[config.mk]
export PLATFORM = sky130hd
export DESIGN_NAME = fifo_wr_gen
export DESIGN_NICKNAME = d
export VERILOG_FILES = /design/src/rtl/fifo_wr_gen.sv
export SDC_FILE = /design/constraint.sdc
export NUM_CORES = 1
export LEC_CHECK = 0
export CORE_MARGIN = 2
export CORE_UTILIZATION = 44
export DETAILED_ROUTE_END_ITERATION = 8
export PLACE_DENSITY = 0.75
export SYNTH_ARGS = -nofsm -noshare
export SYNTH_HDL_FRONTEND = slang
export SYNTH_SLANG_ARGS = --single-unit
[constraint.sdc]
create_clock -name wr_clk -period 1.9 [get_ports wr_clk]
set_input_delay 0.57 -clock wr_clk [delete_from_list [all_inputs] [get_ports wr_clk]]
set_output_delay 0.57 -clock wr_clk [all_outputs]
set_load 0.05 [all_outputs]
[src/rtl/fifo_wr_gen.sv]
`default_nettype none
// ============================================================================
//  Module   : fifo_wr_gen
//  Purpose  : Write-side traffic generator for FIFO bring-up. Arms on a
//             synchronised empty flag, streams a wrapping count (or LFSR)
//             pattern until almost_full or the burst length is reached,
//             then re-arms. Reports word count, burst completion and
//             overflow (write attempted while full).
//  Options  : FIFO_WR_GEN_LFSR_EN - adds pat_sel input and LFSR pattern.
//  Revision : 1.0 - initial release
// ============================================================================
module fifo_wr_gen #(
    parameter int                DATA_W      = 8,
    parameter int                WRAP_VAL    = 254,
    parameter int                SYNC_STAGES = 2,
    parameter int                BURST_LEN   = 0,
    parameter int                CNT_W       = 32,
    parameter logic [DATA_W-1:0] LFSR_TAPS   = DATA_W'(8'hB8)
) (
    input  logic              wr_clk,
    input  logic              rst,
    input  logic              enable,
    input  logic              wr_rst_busy,
    input  logic              empty,
    input  logic              almost_full,
    input  logic              full,
`ifdef FIFO_WR_GEN_LFSR_EN
    input  logic              pat_sel,
`endif
    output logic              fifo_wr_en,
    output logic [DATA_W-1:0] fifo_wr_data,
    output logic              busy,
    output logic              burst_done,
    output logic [CNT_W-1:0]  word_cnt,
    output logic              overflow_err
);

    typedef enum logic [1:0] {
        S_IDLE  = 2'd0,
        S_ARM   = 2'd1,
        S_WRITE = 2'd2,
        S_DONE  = 2'd3
    } state_t;

    localparam logic [DATA_W-1:0] c_WRAP = DATA_W'(WRAP_VAL);

    state_t                  r_state;
    state_t                  w_state_nxt;
    logic [SYNC_STAGES-1:0]  r_empty_sync;
    logic                    w_empty_s;
    logic [31:0]             r_burst_cnt;
    logic                    w_burst_end;
    logic                    w_wr_evt;
    logic                    r_wr_en;
    logic                    r_busy;
    logic                    r_burst_done;
    logic [CNT_W-1:0]        r_word_cnt;
    logic                    r_overflow;
    logic [DATA_W-1:0]       r_data;
    logic [DATA_W-1:0]       w_cnt_nxt;

    // A write happens on every edge where the registered enable is high
    assign w_wr_evt  = r_wr_en;
    assign w_empty_s = r_empty_sync[SYNC_STAGES-1];
    assign w_cnt_nxt = (r_data == c_WRAP) ? '0 : r_data + DATA_W'(1);

    // Empty flag synchroniser; the flag may originate in the read domain
    generate
        if (SYNC_STAGES == 1) begin : g_sync_one
            always_ff @(posedge wr_clk) begin
                if (rst) r_empty_sync <= '0;
                else     r_empty_sync <= empty;
            end
        end else begin : g_sync_multi
            always_ff @(posedge wr_clk) begin
                if (rst) r_empty_sync <= '0;
                else     r_empty_sync <= {r_empty_sync[SYNC_STAGES-2:0], empty};
            end
        end
    endgenerate

    // Burst-length terminal count; an unbounded burst never ends on count
    generate
        if (BURST_LEN > 0) begin : g_burst_bounded
            assign w_burst_end = (r_burst_cnt == 32'(BURST_LEN - 1));
        end else begin : g_burst_unbounded
            logic w_unused_bcnt;
            assign w_unused_bcnt = ^r_burst_cnt;
            assign w_burst_end   = 1'b0;
        end
    endgenerate

    // Next-state decode; FIFO reset and enable removal override burst end
    always_comb begin
        w_state_nxt = r_state;
        case (r_state)
            S_IDLE: begin
                if (enable && !wr_rst_busy) w_state_nxt = S_ARM;
            end
            S_ARM: begin
                if (wr_rst_busy || !enable) w_state_nxt = S_IDLE;
                else if (w_empty_s)         w_state_nxt = S_WRITE;
            end
            S_WRITE: begin
                if (wr_rst_busy || !enable)          w_state_nxt = S_IDLE;
                else if (almost_full || w_burst_end) w_state_nxt = S_DONE;
            end
            S_DONE: begin
                if (wr_rst_busy || !enable) w_state_nxt = S_IDLE;
                else                        w_state_nxt = S_ARM;
            end
            default: w_state_nxt = S_IDLE;
        endcase
    end

    // State register with outputs registered from the next state
    always_ff @(posedge wr_clk) begin
        if (rst) begin
            r_state      <= S_IDLE;
            r_wr_en      <= 1'b0;
            r_busy       <= 1'b0;
            r_burst_done <= 1'b0;
            r_burst_cnt  <= '0;
            r_word_cnt   <= '0;
            r_overflow   <= 1'b0;
        end else begin
            r_state      <= w_state_nxt;
            r_wr_en      <= (w_state_nxt == S_WRITE);
            r_busy       <= (w_state_nxt != S_IDLE);
            r_burst_done <= (w_state_nxt == S_DONE);
            if (r_state == S_ARM)
                r_burst_cnt <= '0;
            else if (w_wr_evt)
                r_burst_cnt <= r_burst_cnt + 32'd1;
            if (w_wr_evt)
                r_word_cnt <= r_word_cnt + CNT_W'(1);
            if (w_wr_evt && full)
                r_overflow <= 1'b1;
        end
    end

`ifdef FIFO_WR_GEN_LFSR_EN
    logic              r_pat_mode;
    logic              w_reload;
    logic [DATA_W-1:0] w_lfsr_nxt;

    // Mode change takes effect only when a new burst starts
    assign w_reload   = (r_state == S_ARM) && (w_state_nxt == S_WRITE) &&
                        (pat_sel != r_pat_mode);
    assign w_lfsr_nxt = (r_data >> 1) ^ (r_data[0] ? LFSR_TAPS : '0);

    // Pattern register: reload on mode change, advance on each write
    always_ff @(posedge wr_clk) begin
        if (rst) begin
            r_data     <= '0;
            r_pat_mode <= 1'b0;
        end else if (w_reload) begin
            r_data     <= pat_sel ? DATA_W'(1) : '0;
            r_pat_mode <= pat_sel;
        end else if (w_wr_evt) begin
            r_data <= r_pat_mode ? w_lfsr_nxt : w_cnt_nxt;
        end
    end
`else
    logic w_unused_taps;
    assign w_unused_taps = ^LFSR_TAPS;

    // Pattern register: wrapping counter advanced on each write
    always_ff @(posedge wr_clk) begin
        if (rst)           r_data <= '0;
        else if (w_wr_evt) r_data <= w_cnt_nxt;
    end
`endif

    assign fifo_wr_en   = r_wr_en;
    assign fifo_wr_data = r_data;
    assign busy         = r_busy;
    assign burst_done   = r_burst_done;
    assign word_cnt     = r_word_cnt;
    assign overflow_err = r_overflow;

endmodule
`default_nettype wire
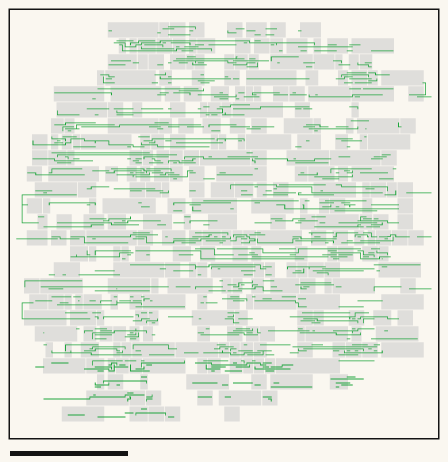
**Above:** run 1 (signal wires on met1).
Scale bar: 20 um.
wire length on this layer = 2170 um
share of all routed wire = 45%

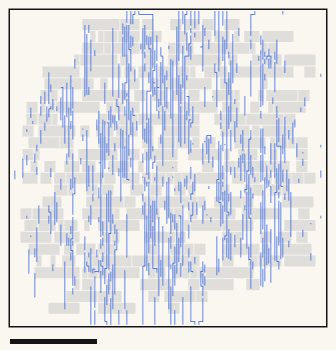
**Above:** run 1 (met2 routing).
Scale bar: 20 um.
wire length on this layer = 2320 um
longest straight run = 29.8 um
main direction = vertical
share of all routed wire = 48%
nets with wire on the layer = 281

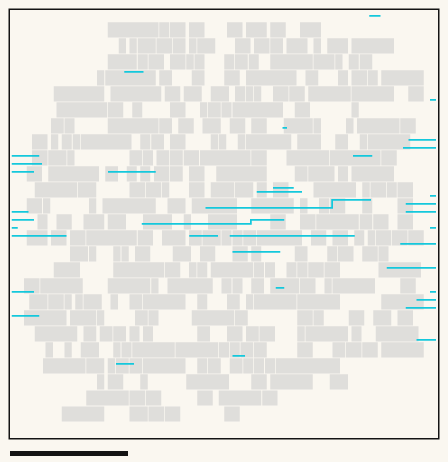
**Above:** run 1 (M3 wires).
Scale bar: 20 um.
wire length on this layer = 202 um
share of all routed wire = 4.2%

==> flow report, run 1 <==
====================================================================================
HP Class                                                                register to register
Most frequent cells after synthesis                                     sky130_fd_sc_hd__dfxtp_1, sky130_fd_sc_hd__nor2_1, sky130_fd_sc_hd__a21oi_1, sky130_fd_sc_hd__nand2_1
Critical path cell sequence                                             ha_4 > nand2_1 > or4_4 > or4_1 > a21oi_1
Most common cell after layout, fill and taps aside                      sky130_fd_sc_hd__buf_4
Reg2Reg Setup Slack                                                          0.04 ns
Flop share of the area                                                         34.4%
Post-synth design cell area                                               2080 sq um
Count leader, synth                                                     sky130_fd_sc_hd__dfxtp_1
Wire length reported by the detailed router                                  4.79 mm
Met1 WL                                                                      2.17 mm
Count of mapped cells out of synthesis                                           239
Setup WS pre-CTS                                                          -0.0416 ns
Max Cap Viol                                                                       0
Internal Power                                                               1.40 mW
Part of the cycle the worst path needs                                         97.7%
Number of cells on the worst reg-to-reg path                                       5
Worst flop-to-flop path endpoint                                        word_cnt[28]
Family with the most delay on the worst path                            simple AND/OR/NAND/NOR gates
Area growth, synth to finish                                                   42.6%
Floorplan die area                                                        5290 sq um
Compound-Gate Fraction of Synth Area                                           12.0%
Maximum number of pins on one net before global-route repair                      20
Number of filler cells placed in the layout                                      396
Data arrival time of the critical path                                       2.10 ns
Commonest flop                                                          sky130_fd_sc_hd__dfxtp_1
Share of synthesized cell area in and, or, nand and nor gates                  28.5%
Final Max Slew Viols                                                               0
Power after layout                                                           1.76 mW
Core Rows                                                                         25
Crit path required time                                                      2.14 ns
Post-synthesis area per instance                                          8.70 sq um
Count of distinct cell types in the synthesized netlist                           28
Drt wl/cell                                                                  13.1 um
Wire length of the first global-routing pass                                 7.84 mm
Cell total after placement                                                       357
Fraction of power spent switching nets                                         20.6%
Hold WS                                                                     0.443 ns
Max-area cell class                                                      logic gates
Clock Skews                                                               0.00415 ns
Fraction of power consumed by sequential logic                                 56.1%
Share of total power in combinational logic                                     2.6%
Max H-tree Level                                                                   2
Count of plain and timing-repair buffers                                          75
CTS tree                                                                        done
Final HPWL DP                                                                3.49 mm
Worst path buffer plus inverter count                                              0
Unrepaired setup endpoints after global routing                                 true
Top Layout Cells                                                        sky130_fd_sc_hd__buf_4, sky130_fd_sc_hd__dfxtp_1, sky130_fd_sc_hd__nor2_1, sky130_fd_sc_hd__a21oi_1
Detailed-route vias per instance                                                5.52
Power of the sequential group                                               0.989 mW
Clock power share                                                              41.3%
Placeable core area                                                       4630 sq um
Number of clock sinks seen by CTS                                                 48
Count of multi-input gates                                                       174
Post-layout min period                                                       1.86 ns
MUX area fraction                                                              1.02%
Launch point of the worst reg-to-reg path                                word_cnt[0]
Number of antenna-violating nets in the routed design                              0
Num CTS Buffers                                                                    5
Achievable clock frequency                                                   538 MHz
Largest register FFs                                                              32
NumNets Final                                                                    320
Core utilization of the finished layout                                        64.0%
Synth Net Count                                                                  249
Outcome                                                                    completed
Largest family of logic cells by area                                   simple AND/OR/NAND/NOR gates
Origin of the worst setup path                                           word_cnt[0]
Ant diodes                                                                         0
Pwr top                                                                    registers
Adder-cell share of the synthesized area                                       1.81%
Area of the multi-input gates                                             1080 sq um
Met3 usage in global routing                                                   4.28%
Worst IR Drop VDD                                                           0.323 mV
Width of the chip                                                            72.7 um
Net switching power                                                         0.364 mW
Met1 usage in global routing                                                   23.3%
Worst-case hold path end point                                          r_empty_sync[1]
Cell area after placement                                                 2840 sq um
Sequential-to-total area share from yosys stat                                 46.2%
Final-report hold violation count                                                  0
Starting DRT DRC Count                                                            74
Cell count of the worst hold path                                                  1
Critical Path Sink Type                                                     register
Worst slew margin relative to its limit                                        60.4%
Worst-skew pair later-pin latency                                            0.30 ns
Hold path start                                                         r_empty_sync[0]
Number of setup buffers added after CTS                                            0
Resize count post-CTS                                                              1
Number of placed I/O pins                                                         51
Warning count from the yosys run                                                   0
Slowest stage delay, CP                                                      0.54 ns
Post-Route Setup TNS                                                            0 ns
Weighted congestion at the end of routability-driven global placement          0.813
Number of remaining DRC errors                                                     0
Starting Density                                                               44.9%
Fin area                                                                  2960 sq um
Tally of OpenROAD warnings                                                        29
Metal2 WL                                                                    2.32 mm
Total clock network power                                                   0.728 mW
Aggregate global routing overflow                                                  0
Detailed-routing iteration count for the pre-antenna-repair pass                   4
Logic share of the area                                                        36.3%
Post-synth EDFFs                                                                   0
Busiest layer in global routing                                                 met2
Nature of the critical path startpoint                                      register
Number of buffers between clock root and the deepest sink                          2
Inverter tally of the final layout excluding the clock network                     6
Top cells by area                                                       sky130_fd_sc_hd__dfxtp_1, sky130_fd_sc_hd__a21oi_1, sky130_fd_sc_hd__xnor2_1
Clock buffers and inverters, area share                                        3.63%
Non-clock buffers, area share                                                  22.6%
# hold bufs at CTS                                                                 0
Start-to-end type of the worst setup path                               register to register
Length of routed met3 wiring                                                  201 um
P per Cell Area                                                          594 nW/um^2
Quantity of I/O buffers inserted on ports                                         50
Total GRT Usage                                                                19.0%
Number of global-route vias before repair                                       1741
Final Non-Filler Cells                                                           365
Critical Path Stages                                                               5
Vertical die dimension                                                       72.7 um
Worst setup path endpoint                                               word_cnt[28]
Max stage delay cell, worst path                                        sky130_fd_sc_hd__or4_4
Antenna violations before repair                                                   0
Via count                                                                       2015
====================================================================================
==> run 2, diff against run 1 <==
--- a/config.mk
+++ b/config.mk
@@ -6,9 +6,9 @@
 export NUM_CORES = 1
 export LEC_CHECK = 0
 export CORE_MARGIN = 2
-export CORE_UTILIZATION = 44
+export CORE_UTILIZATION = 40
 export DETAILED_ROUTE_END_ITERATION = 8
-export PLACE_DENSITY = 0.75
+export PLACE_DENSITY = 0.69
 export SYNTH_ARGS = -nofsm -noshare
 export SYNTH_HDL_FRONTEND = slang
 export SYNTH_SLANG_ARGS = --single-unit
==> run 2 against run 1 <==
Net effect:
- the flow now finishes with violations (negative setup slack)
- critical path type unchanged
- sequential power hardly changed
- critical path depth is 1 higher
- die size is 9.4% higher
- cell area is 2.2% higher
==> flow report, run 2 <==
==========================================================================================
Outcome                                                                       finished, violations left
Violations in the final reports                                               negative setup slack
Non-clock buffers, area share                                                        23.7%   +1.1 points
Starting DRT DRC Count                                                                 113   +53%
NumNets Final                                                                          323   +0.94%
HP Class                                                                      register to register
Number of global-route vias before repair                                             1777   +2.1%
Cell count of the worst hold path                                                        1   unchanged
Unrepaired setup endpoints after global routing                                       true
Fraction of synthesized cell area taken by the top area cell type                    46.2%
Met1 usage in global routing                                                         22.8%   -0.52 points
Tally of OpenROAD warnings                                                              29   unchanged
Worst flop-to-flop path endpoint                                              word_cnt[24]
MUX area fraction                                                                    1.02%   unchanged
Wire length reported by the detailed router                                        5.08 mm   +6.1%
Length of routed met3 wiring                                                        231 um   +15%
Start-to-end type of the worst setup path                                     register to register
Number of antenna-violating nets in the routed design                                    0   unchanged
Max-area cell class                                                            logic gates
Final Non-Filler Cells                                                                 384   +5.2%
Cell area after placement                                                       2810 sq um   -0.88%
Top Layout Cells                                                              sky130_fd_sc_hd__buf_4, sky130_fd_sc_hd__dfxtp_1, sky130_fd_sc_hd__nor2_1, sky130_fd_sc_hd__a21oi_1, sky130_fd_sc_hd__dfxtp_4
Largest register FFs                                                                    32   unchanged
Most common cell after layout, fill and taps aside                            sky130_fd_sc_hd__buf_4
Maximum number of pins on one net before global-route repair                            20   unchanged
Clock Skews                                                                     0.00767 ns   +0.00352 ns
Logic share of the area                                                              36.3%   about the same
Core utilization of the finished layout                                              59.7%   -4.4 points
Final Max Slew Viols                                                                     0   unchanged
Placeable core area                                                             5070 sq um   +9.6%
Number of remaining DRC errors                                                           0   unchanged
Share of synthesized cell area in and, or, nand and nor gates                        28.5%   unchanged
Part of the cycle the worst path needs                                                101%   +2.9 points
Crit path required time                                                            2.13 ns   about the same
Clock edge transition at the registers on the reported setup and hold paths        0.09 ns
Floorplan die area                                                              5790 sq um   +9.4%
Clock root buffer master                                                      sky130_fd_sc_hd__clkbuf_8
Hold WS                                                                           0.449 ns   +0.00575 ns
Total clock network power                                                         0.581 mW   -20%
# hold bufs at CTS                                                                       0   unchanged
Number of filler cells placed in the layout                                            462   +17%
Warning count from the yosys run                                                         0   unchanged
Critical Path Stages                                                                     6   +1
Pwr top                                                                          registers
Inverter tally of the final layout excluding the clock network                           6   unchanged
Top cells by area                                                             sky130_fd_sc_hd__dfxtp_1, sky130_fd_sc_hd__a21oi_1, sky130_fd_sc_hd__xnor2_1
Reg2Reg Setup Slack                                                               -0.01 ns   -0.06 ns
Biggest area consumer among synthesized cells                                 sky130_fd_sc_hd__dfxtp_1
Flop share of the area                                                               33.7%   -0.73 points
Count of distinct cell types in the synthesized netlist                                 28   unchanged
Post-synth regs                                                                         48
Post-Route Setup TNS                                                            -0.0128 ns   -0.0128 ns
Launch point of the worst reg-to-reg path                                      word_cnt[0]
Achievable clock frequency                                                         523 MHz   -2.9%
Cell total after placement                                                             367   +2.8%
Weighted congestion at the end of routability-driven global placement                0.877   +7.9%
Post-synth EDFFs                                                                         0   unchanged
Share of total power in combinational logic                                           2.9%   +0.3 points
Yosys Instances                                                                        239
Fraction of power spent switching nets                                               21.5%   +0.82 points
Global-route met2 utilization                                                        28.4%
Number of placed I/O pins                                                               51   unchanged
Max H-tree Level                                                                         2   unchanged
Compound-Gate Fraction of Synth Area                                                 12.0%   unchanged
Worst path buffer plus inverter count                                                    1   +1
Critical path cell sequence                                                   ha_4 > nand2_2 > or4_4 > buf_6 > or4_1 > a21oi_1
Count of multi-input gates                                                             174   unchanged
Post-synth design cell area                                                     2080 sq um   unchanged
Power of the sequential group                                                     0.989 mW   about the same
Clock power share                                                                    35.9%   -5.4 points
Worst slew margin relative to its limit                                              58.0%   -2.4 points
Max Cap Viol                                                                             0   unchanged
Hold path start                                                               r_empty_sync[0]
Detailed-route vias per instance                                                      5.21   -5.7%
Proportion of layout cells with a drive suffix above 1                               33.4%
Data arrival time of the critical path                                             2.14 ns   +0.04 ns
Family with the most delay on the worst path                                  simple AND/OR/NAND/NOR gates
Busiest layer in global routing                                                       met2
Count leader, synth                                                           sky130_fd_sc_hd__dfxtp_1
Aggregate global routing overflow                                                        0   unchanged
Count of mapped cells out of synthesis                                                 239   unchanged
Starting Density                                                                     41.0%   -3.9 points
Worst setup path endpoint                                                     word_cnt[24]
Fin worst setup slack                                                           -0.0128 ns
Number of cells on the worst reg-to-reg path                                             6   +1
Met3 usage in global routing                                                         4.03%   -0.25 points
CTS tree                                                                              done
Internal Power                                                                     1.27 mW   -9.1%
Number of buffers between clock root and the deepest sink                                2   unchanged
Crit path max fanout                                                                     6
Metal2 WL                                                                          2.43 mm   +4.8%
Number of setup buffers added after CTS                                                  0   unchanged
Nature of the critical path startpoint                                            register
Width of the chip                                                                  76.1 um   +4.6%
Drt wl/cell                                                                        13.2 um   +0.83%
Largest family of logic cells by area                                         simple AND/OR/NAND/NOR gates
Fin area                                                                        3030 sq um   +2.2%
Wire length of the first global-routing pass                                       8.38 mm   +6.9%
Final HPWL DP                                                                      3.54 mm   +1.3%
Area of the multi-input gates                                                   1100 sq um   +2.1%
Actual transition at the worst max-transition pin                                 0.629 ns
Detailed-routing iteration count for the pre-antenna-repair pass                         4   unchanged
Via count                                                                             1999   -0.79%
Fraction of power consumed by sequential logic                                       61.1%   +5.0 points
Worst-case hold path end point                                                r_empty_sync[1]
Resize count post-CTS                                                                    1   unchanged
P per Cell Area                                                                534 nW/um^2   -10%
Count of plain and timing-repair buffers                                                78   +4.0%
Max stage delay cell, worst path                                              sky130_fd_sc_hd__or4_4
Num CTS Buffers                                                                          5   unchanged
Worst-skew pair later-pin latency                                                  0.30 ns   about the same
Slowest stage delay, CP                                                            0.58 ns   +0.04 ns
Power in combinational cells                                                     0.0476 mW
Clock buffers and inverters, area share                                              2.64%   -0.99 points
Share of synthesized registers carrying an async set or reset                           0%
Power after layout                                                                 1.62 mW   -8.2%
Number of clock sinks seen by CTS                                                       48   unchanged
Worst IR Drop VDD                                                                 0.352 mV   +9.1%
Post-synthesis area per instance                                                8.70 sq um   unchanged
Post-layout min period                                                             1.91 ns   +0.0558 ns
Origin of the worst setup path                                                 word_cnt[0]
Setup WS pre-CTS                                                               0.000264 ns   +0.0418 ns
Most frequent cells after synthesis                                           sky130_fd_sc_hd__dfxtp_1, sky130_fd_sc_hd__nor2_1, sky130_fd_sc_hd__a21oi_1, sky130_fd_sc_hd__nand2_1
Adder-cell share of the synthesized area                                             1.81%   unchanged
Met1 WL                                                                            2.34 mm   +7.6%
Sequential-to-total area share from yosys stat                                       46.2%   unchanged
Synth Net Count                                                                        249   unchanged
Antenna violations before repair                                                         0   unchanged
Total GRT Usage                                                                      17.5%   -1.5 points
Quantity of I/O buffers inserted on ports                                               50   unchanged
Final-report hold violation count                                                        0   unchanged
Vertical die dimension                                                             76.1 um   +4.6%
Count of endpoints failing setup in the final report                                     1
Critical Path Sink Type                                                           register
Uppermost metal layer occupied by signal nets                                         met4
Area growth, synth to finish                                                         45.7%
Ant diodes                                                                               0   unchanged
Net switching power                                                               0.347 mW   -4.5%
Core Rows                                                                               26   +4.0%
Commonest flop                                                                sky130_fd_sc_hd__dfxtp_1
==========================================================================================
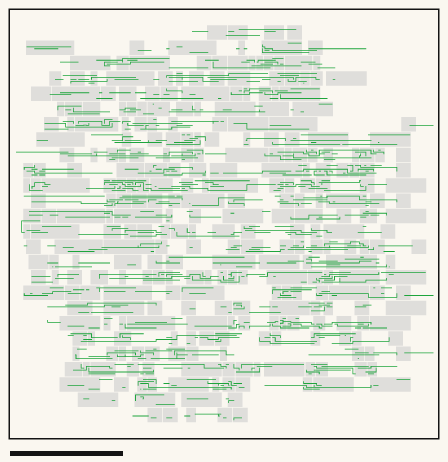
**Above:** run 2 (signal wires on met1).
Scale bar: 20 um.
main direction = horizontal
nets with wire on the layer = 287
share of all routed wire = 46%
longest straight run = 17.9 um
wire length on this layer = 2340 um

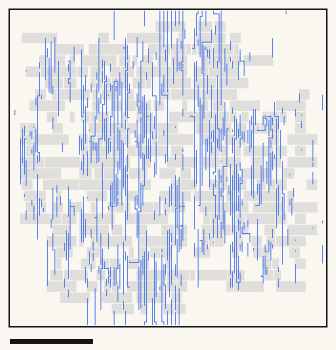
**Above:** run 2 (met2 routing).
Scale bar: 20 um.
wire length on this layer = 2430 um
nets with wire on the layer = 274

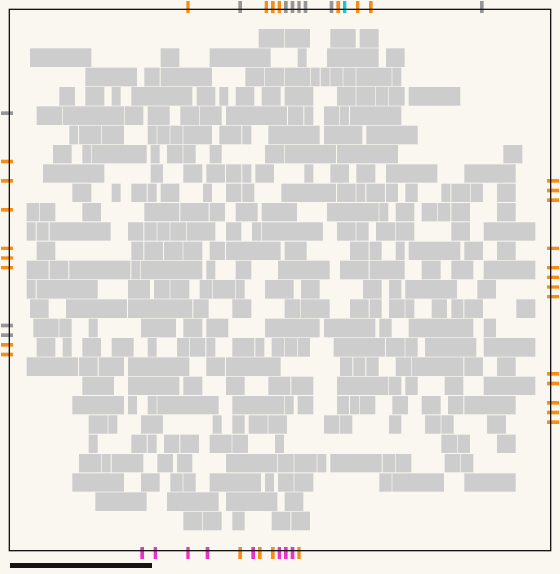
**Above:** run 2 (ports around the boundary).
Scale bar: 20 um. Pins as bars across the die edge, other pins in gray.
orange -> `word_cnt`  # pins 32, direction output, edge 13 east, 8 west, 7 north, 4 south
cyan -> `rst`  # pins 1, direction input, edge north
magenta -> `fifo_wr_data`  # pins 8, direction output, edge south
all pins by edge = 15 north, 13 east, 12 south, 11 west

==> run 3, diff against run 2 <==
--- a/config.mk
+++ b/config.mk
@@ -8,6 +8,7 @@
 export CORE_MARGIN = 2
 export CORE_UTILIZATION = 40
 export DETAILED_ROUTE_END_ITERATION = 8
+export GPL_TIMING_DRIVEN = 0
 export PLACE_DENSITY = 0.69
 export SYNTH_ARGS = -nofsm -noshare
 export SYNTH_HDL_FRONTEND = slang
==> run 3 against run 2 <==
Net effect:
- the run now ends clean
- clock power up 23%
- worst hold slack worse by 0.0057 ns
- routed wire length up 4.0%
==> flow report, run 3 <==
====================================================================================
Total clock network power                                                   0.713 mW   +23%
Wire length of the first global-routing pass                                 8.57 mm   +2.3%
Floorplan die area                                                        5790 sq um   unchanged
Placeable core area                                                       5070 sq um   unchanged
Number of placed I/O pins                                                         51   unchanged
Met3 usage in global routing                                                   2.73%   -1.3 points
Slowest stage delay, CP                                                      0.52 ns   -0.06 ns
Wire length reported by the detailed router                                  5.28 mm   +4.0%
Net switching power                                                         0.359 mW   +3.6%
P per Cell Area                                                          575 nW/um^2   +7.6%
Top cells by area                                                       sky130_fd_sc_hd__dfxtp_1, sky130_fd_sc_hd__a21oi_1, sky130_fd_sc_hd__xnor2_1
Number of clock sinks seen by CTS                                                 48   unchanged
Outcome                                                                    completed
Fraction of power spent switching nets                                         20.6%   -0.89 points
Share of synthesized cell area in and, or, nand and nor gates                  28.5%   unchanged
Fraction of synthesized cell area taken by the top area cell type              46.2%   unchanged
Hold path start                                                         r_empty_sync[0]
Via count                                                                       2016   +0.85%
Power after layout                                                           1.75 mW   +8.1%
Largest family of logic cells by area                                   simple AND/OR/NAND/NOR gates
Part of the cycle the worst path needs                                         98.2%   -2.5 points
Achievable clock frequency                                                   536 MHz   +2.5%
Clock root buffer master                                                sky130_fd_sc_hd__clkbuf_8
Reg2Reg Setup Slack                                                          0.04 ns   +0.05 ns
Post-synth regs                                                                   48   unchanged
Biggest area consumer among synthesized cells                           sky130_fd_sc_hd__dfxtp_1
CTS tree                                                                        done
Number of buffers between clock root and the deepest sink                          2   unchanged
Worst flop-to-flop path endpoint                                        word_cnt[21]
Cell total after placement                                                       359   -2.2%
Adder-cell share of the synthesized area                                       1.81%   unchanged
MUX area fraction                                                              1.02%   unchanged
Count of mapped cells out of synthesis                                           239   unchanged
Worst path buffer plus inverter count                                              2   +1
Setup WS pre-CTS                                                           -0.181 ns   -0.181 ns
Worst-case hold path end point                                          r_empty_sync[1]
Yosys Instances                                                                  239   unchanged
Detailed-routing iteration count for the pre-antenna-repair pass                   4   unchanged
Weighted congestion at the end of routability-driven global placement          0.781   -11%
Max Cap Viol                                                                       0   unchanged
Final-report hold violation count                                                  0   unchanged
Power in combinational cells                                               0.0461 mW   -3%
Area of the multi-input gates                                             1140 sq um   +4.2%
Critical path cell sequence                                             buf_4 > dlygate4sd2_1
Num CTS Buffers                                                                    5   unchanged
Width of the chip                                                            76.1 um   unchanged
Power of the sequential group                                               0.988 mW   about the same
Total GRT Usage                                                                18.0%   +0.50 points
Resize count post-CTS                                                             62   +61
Worst-skew pair later-pin latency                                            0.30 ns   about the same
Clock Skews                                                               0.00352 ns   -0.00415 ns
Vertical die dimension                                                       76.1 um   unchanged
Synth Net Count                                                                  249   unchanged
Max stage delay cell, worst path                                        sky130_fd_sc_hd__dlygate4sd2_1
Count of endpoints failing setup in the final report                               0   -1
Clock power share                                                              40.8%   +4.9 points
Largest register FFs                                                              32   unchanged
Hold WS                                                                     0.443 ns   -0.00572 ns
Area growth, synth to finish                                                   46.3%
Inverter tally of the final layout excluding the clock network                     6   unchanged
Final Non-Filler Cells                                                           383   -0.26%
Internal Power                                                               1.39 mW   +9.3%
Critical Path Sink Type                                                   output pin
Number of antenna-violating nets in the routed design                              0   unchanged
Start-to-end type of the worst setup path                               register to output pin
Count of plain and timing-repair buffers                                          77   -1.3%
Actual transition at the worst max-transition pin                           0.552 ns   -0.0765 ns
Fraction of power consumed by sequential logic                                 56.6%   -4.5 points
Worst setup path endpoint                                                word_cnt[1]
====================================================================================
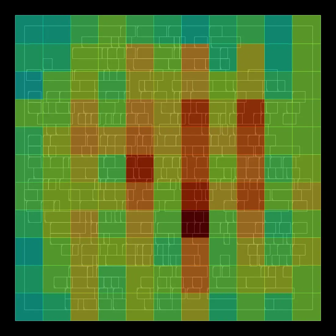
**Above:** run 3 (routing congestion).
core utilization of the finished layout: 59.9%
met1 usage in global routing: 23.2%
global-route met2 utilization: 30.8%
drt wl/cell: 13.8 um
busiest layer in global routing: met2

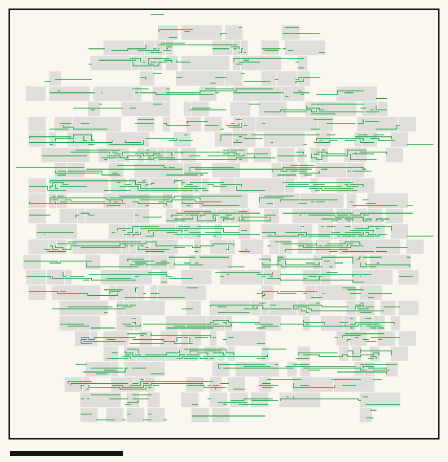
**Above:** run 3 (signal wires on met1).
Scale bar: 20 um.
share of all routed wire = 46%
wire length on this layer = 2450 um
nets with wire on the layer = 278

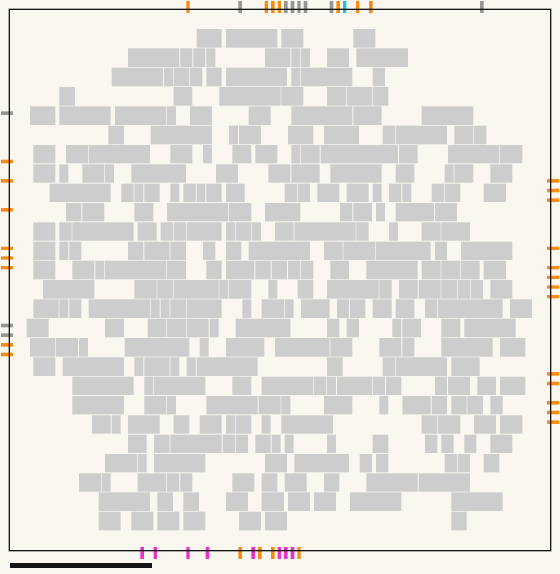
**Above:** run 3 (ports around the boundary).
Scale bar: 20 um. Pins as bars across the die edge, other pins in gray.
cyan -> `rst`  # pins 1, direction input, edge north
magenta -> `fifo_wr_data`  # pins 8, direction output, edge south
orange -> `word_cnt`  # pins 32, direction output, edge 13 east, 8 west, 7 north, 4 south
all pins by edge = 15 north, 13 east, 12 south, 11 west

Power and IR drop assume default switching activity.
